==> config.mk <==
export PLATFORM = sky130hd
export DESIGN_NAME = dds_sweep_ctrl
export DESIGN_NICKNAME = d
export VERILOG_FILES = /design/src/rtl/dds_pkg.sv /design/src/rtl/dds_sweep_timer.sv /design/src/rtl/dds_sweep_ctrl.sv
export SDC_FILE = /design/constraint.sdc
export NUM_CORES = 1
export LEC_CHECK = 0
export ABC_CLOCK_PERIOD_IN_PS = 10600
export CAP_MARGIN = 40
export CORE_MARGIN = 5
export CORE_UTILIZATION = 45
export DETAILED_ROUTE_END_ITERATION = 8
export PLACE_DENSITY = 0.78
export SYNTH_ARGS = -nofsm -noshare
export SYNTH_HDL_FRONTEND = slang
export SYNTH_SLANG_ARGS = --single-unit
==> constraint.sdc <==
create_clock -name clk -period 10.6 [get_ports clk]
set_clock_uncertainty 0.15 [all_clocks]
set_input_delay 2.12 -clock clk [delete_from_list [all_inputs] [get_ports clk]]
set_output_delay 2.12 -clock clk [all_outputs]
set_load 0.01 [all_outputs]
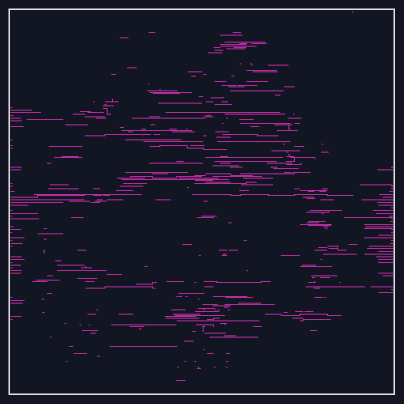
Run 1: the metal 3 layer
Scale: 2 px per um.
The layer holds 6.9% of the routed length. 251 nets have wire on it. The wires run mostly horizontal. The longest straight run is 57.0 um. The layer carries 3,290 um of wire.
Post-Route WL: 48,000 um
DR vias: 15,600
GR Util met3: 4.25%

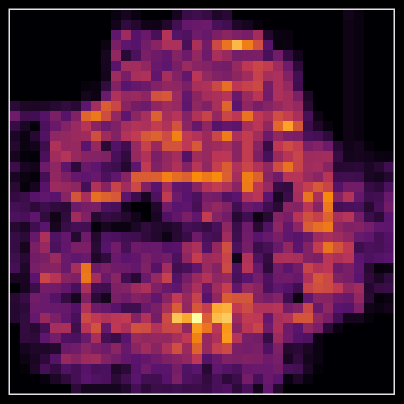
Run 1: routed metal per tile
Scale: 2 px per um. 38 x 38 tiles, from black (low) to pale yellow (high), scaled to the fullest tile. Values are wire area over tile area, all layers added.
The emptiest ninth of the die: top right. The fullest tile reaches 0.84. 11% of the tiles are over half the peak. The mean over all tiles is 0.21. 18% of the tiles are nearly empty.
Routed WL per cell: 19.6 um
All-Layer GR Usage: 25.2%

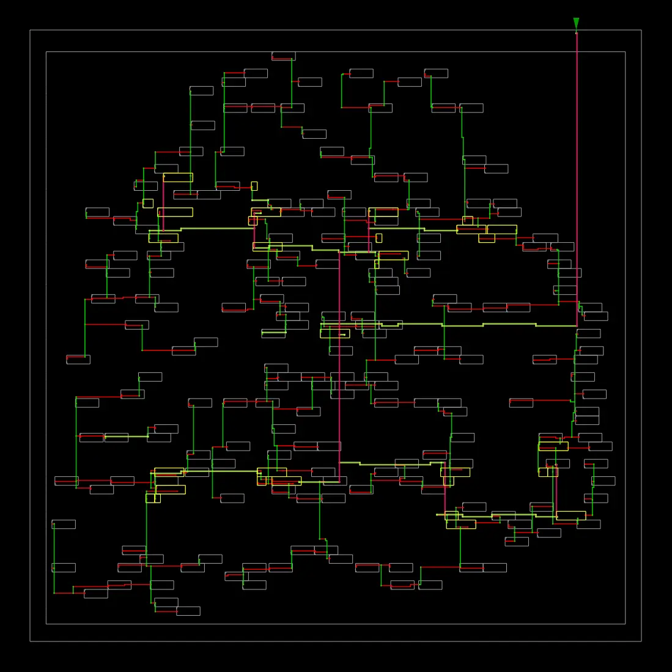
Run 1: the clock network
flip-flops: 199
clock buf count: 19

==> impl_metrics.csv, run 1 <==
group,metric,value,unit
power,swShare,33.2,%
synth,ys_seq_share,26.8,%
clocking,cts_buffer_depth,2,
power,powerComb,545,uW
synth,yosys_warnings,0,
synth,synth-async-reset-ratio,0,%
timing,min_period,5.76,ns
synth,mux_share,2.61,%
worst_setup_path,cp_num_cells,10,
synth,synth_top_cell_by_count,"nand3_1",
grt,grt_pass1_vias,14800,
worst_setup_path,crit_family,"buffers and inverters",
floorplanning,rows,66,
finish,drive_gt1_share,4.39,%
timing,maxSlewViolCount,0,
run,tool_warnings,28,
synth,common_cells,"nand3_1, dfxtp_1, nor3b_1",
drt,wl_met1,20900,um
worst_setup_path,path_common_cell,"buf_4",
drt,ant_nets,0,
clocking,clkTransAtPathRegs,0.07,ns
grt,antenna_found_initial,0,
power,p_int,1.38,mW
floorplanning,die_area,0.0368,mm^2
finish,areaGrowthSynthToFinish,17.0,%
placement,portBuffers,185,
worst_setup_path,path_max_fanout,84,
placement,gp_congestion,0.897,
timing,fin_tns_setup,0,ns
synth,synthFlopType,"dfxtp_1",
synth,ys.flops,199,
synth,ys_chip_area,0.0149,mm^2
drt,wl_met2,22500,um
timing,finalSetupViolations,0,
worst_setup_path,critical_path_arrival,5.90,ns
finish,fillers,3040,
grt,grt_pass1_wl,77100,um
power,ir_drop,0.109,mV
synth,yosysTopAreaCellShare,26.8,%
synth,syn_nets,2113,
power,pwr-share-seq,41.9,%
run,maxCapViolCount,0,
synth,xor_area_share,7.95,%
worst_setup_path,cp_slowest_cell,"buf_4",
finish,fin_nets,2162,
finish,final_common_cell,"nand3_1",
worst_setup_path,cp-start-kind,"input pin",
synth,synth_area,0.0149,mm^2
min_path,worstHoldPathCells,2,
placement,dp_hpwl,32700,um
worst_setup_path,ff2ff_setup_slack,6.18,ns
worst_setup_path,criticalPathCategory,"in2reg",
clocking,numCtsBuffers,17,
power,p_comb_share,26.5,%
timing,worst_slew_pin_slew,0.945,ns
finish,lay_top_cells,"nand3_1, dfxtp_1, nor3b_1",
worst_setup_path,path_cells,"clkdlybuf4s50_1 -> nor4_1 -> nand4_1 -> o21ai_4 -> buf_4 -> a21oi_1 -> mux2i_4 -> a21o_1 -> buf_4 -> a311oi_1",
synth,fa_ha_area_share,3.16,%
power,powerClk,651,uW
worst_setup_path,critPathMaxStageDelay,0.69,ns
clocking,cts_resized,0,
timing,slew_headroom,37.0,%
timing,finalHoldViolCount,0,
worst_setup_path,cp_num_buf_inv,3,
synth,netlist_instances,1942,
synth,ys_cells,1942,
grt,grt_overflow_total,0,
synth,aoi_share,22.1,%
grt,grt-busiest-layer,"met2",
drt,drc,0,
clocking,worstSkewPairLatency,0.45,ns
worst_setup_path,required,10.74,ns
drt,dr.pass1.iters,6,
floorplanning,dieWidth,192,um
worst_setup_path,rr_worst_depth,9,
grt,grt_max_degree,133,
drt,viasPerCell,6.40,
power,power_density,118,mW/mm^2
status,outcome,"finished, final reports clean",
synth,largest_area_cell,"dfxtp_1",
synth,yosysUniqueCellTypes,76,
synth,simple_gate_area_share,31.7,%
timing,max_freq,174,MHz
synth,postSynthAreaPerCell,7.66,um^2
timing,rsz0062_at_grt,"false",
placement,placed_area,0.0168,mm^2
finish,fin_area,0.0174,mm^2
==> run 1: final cells by class <==
type	count	area, um^2	share of cell area [%]
multi-input combinational	1537	10100	58.1
sequential	199	3990	22.9
timing repair buffer	211	2100	12.1
tap	442	553	3.18
clock buffer	19	443	2.55
clock inverter	13	121	0.697
inverter	25	95.1	0.546
==> run 1: per-stage QoR <==
step / setup WS, ns / instances / hold WS [ns] / power [mW] / util, %
after floorplan: 6.00 / 1942 / 0.310 / 1.23 / -
after global placement: 4.42 / 2406 / 0.322 / 1.39 / 51.3
after detailed placement: 4.39 / 2414 / 0.330 / 1.41 / 51.6
after CTS: 4.86 / 2446 / 0.340 / 2.06 / 53.3
after global routing: 4.66 / 2446 / 0.362 / 2.15 / 53.3
final: 4.84 / 2446 / 0.344 / 2.06 / 53.3
--- run 2 (diff from run 1) ---
Settings changed: ABC_CLOCK_PERIOD_IN_PS 10600 to 5350.
Clock period 10.6 ns to 5.35 ns, I/O delays scaled along.
==> run 2 against run 1 <==
Compared with the run above: cell count increased by 0.12%; first-iteration DRC count increased by 1.5%; non-clock buffer count increased by 3; clock power increased by 100%; synthesized cell count unchanged; die area unchanged; global-route usage increased by 0.63 points; power increased by 100%; sequential cell count unchanged; combinational power increased by 100%.
==> impl_metrics.csv, run 2 <==
group,metric,value,unit
run,tool_warnings,30,
worst_setup_path,criticalPathCategory,"reg2reg",
grt,grt_overflow_total,0,
clocking,cts_resized,0,
synth,xor_area_share,7.95,%
placement,portBuffers,185,
finish,lay_top_cells,"nand3_1, dfxtp_1, nor3b_1",
timing,maxSlewViolCount,0,
placement,post-place-ws,1.02,ns
finish,final_common_cell,"nand3_1",
finish,fin_area,0.0175,mm^2
status,outcome,"finished, final reports clean",
worst_setup_path,path_max_fanout,17,
power,power_density,236,mW/mm^2
synth,mux_share,2.61,%
worst_setup_path,required,5.55,ns
synth,fa_ha_area_share,3.16,%
synth,yosys_warnings,0,
timing,rsz0062_at_grt,"false",
worst_setup_path,cp-start-kind,"flip-flop",
worst_setup_path,rr_worst_depth,10,
floorplanning,rows,66,
synth,yosysUniqueCellTypes,76,
timing,slew_headroom,33.8,%
synth,synthFlopType,"dfxtp_1",
grt,grt_pass1_vias,14900,
drt,dr.pass1.iters,8,
finish,drive_gt1_share,4.58,%
drt,drc,0,
power,swShare,32.8,%
synth,postSynthAreaPerCell,7.66,um^2
worst_setup_path,critical_path_arrival,4.19,ns
power,power,4.14,mW
synth,ys_seq_share,26.8,%
synth,largest_area_cell,"dfxtp_1",
synth,yosysTopAreaCellShare,26.8,%
timing,fin_tns_setup,0,ns
power,p_comb_share,26.5,%
timing,whs,0.339,ns
floorplanning,die_area,0.0368,mm^2
timing,finalHoldViolCount,0,
finish,fin_nets,2165,
synth,synth_top_cell_by_count,"nand3_1",
clocking,numCtsBuffers,17,
==> run 2: worst max-delay path, stage by stage, from the launching register on <==
cell and delay, ns:
dfxtp_1 0.66, or3_1 0.53, buf_4 0.30, mux2_2 0.35
o2111ai_1 0.27, nor2_1 0.20, and4_1 0.22, a21oi_1 0.51
buf_4 0.30, o21ai_0 0.10, a311oi_1 0.29
==> run 2: final cells by class <==
class	count	area (um^2)	share of cell area [%]
inverter	25	95.1	0.543
clock buffer	23	498	2.84
multi-input combinational	1537	10100	57.7
clock inverter	9	92.6	0.529
sequential	199	3990	22.8
tap	442	553	3.16
timing repair buffer	214	2190	12.5
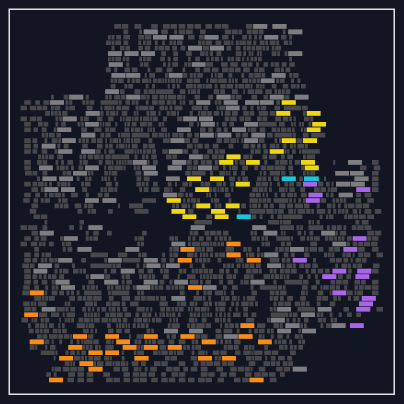
Run 2: register map, names as in the netlist
Scale: 2 px per um. Other sequential cells in the stronger gray, the rest of the logic in the fainter gray.
`o_dds_ftw`: drawn in orange, sequential cells 32. `o_point_idx`: drawn in purple, sequential cells 16. `state`: drawn in cyan, sequential cells 3. `u_timer.cnt`: drawn in yellow, sequential cells 24.
Another 124 sequential cells are not colored.
Flop area: 0.00399 mm^2
Seq. pwr: 1.71 mW
post-layout util: 53.7%

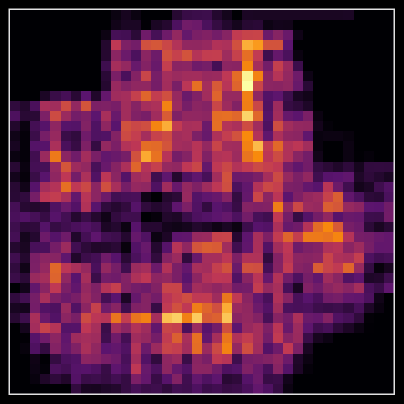
Run 2: routed metal per tile
Scale: 2 px per um. 38 x 38 tiles, from black (low) to pale yellow (high), scaled to the fullest tile. Values are wire area over tile area, all layers added.
The emptiest ninth of the die: top right. The mean over all tiles is 0.22. 20% of the tiles are nearly empty.
Post-Route WL: 49,000 um
Routed WL per cell: 20.0 um
DR vias: 15,700
All-Layer GR Usage: 25.8%

Power and IR drop assume default switching activity.
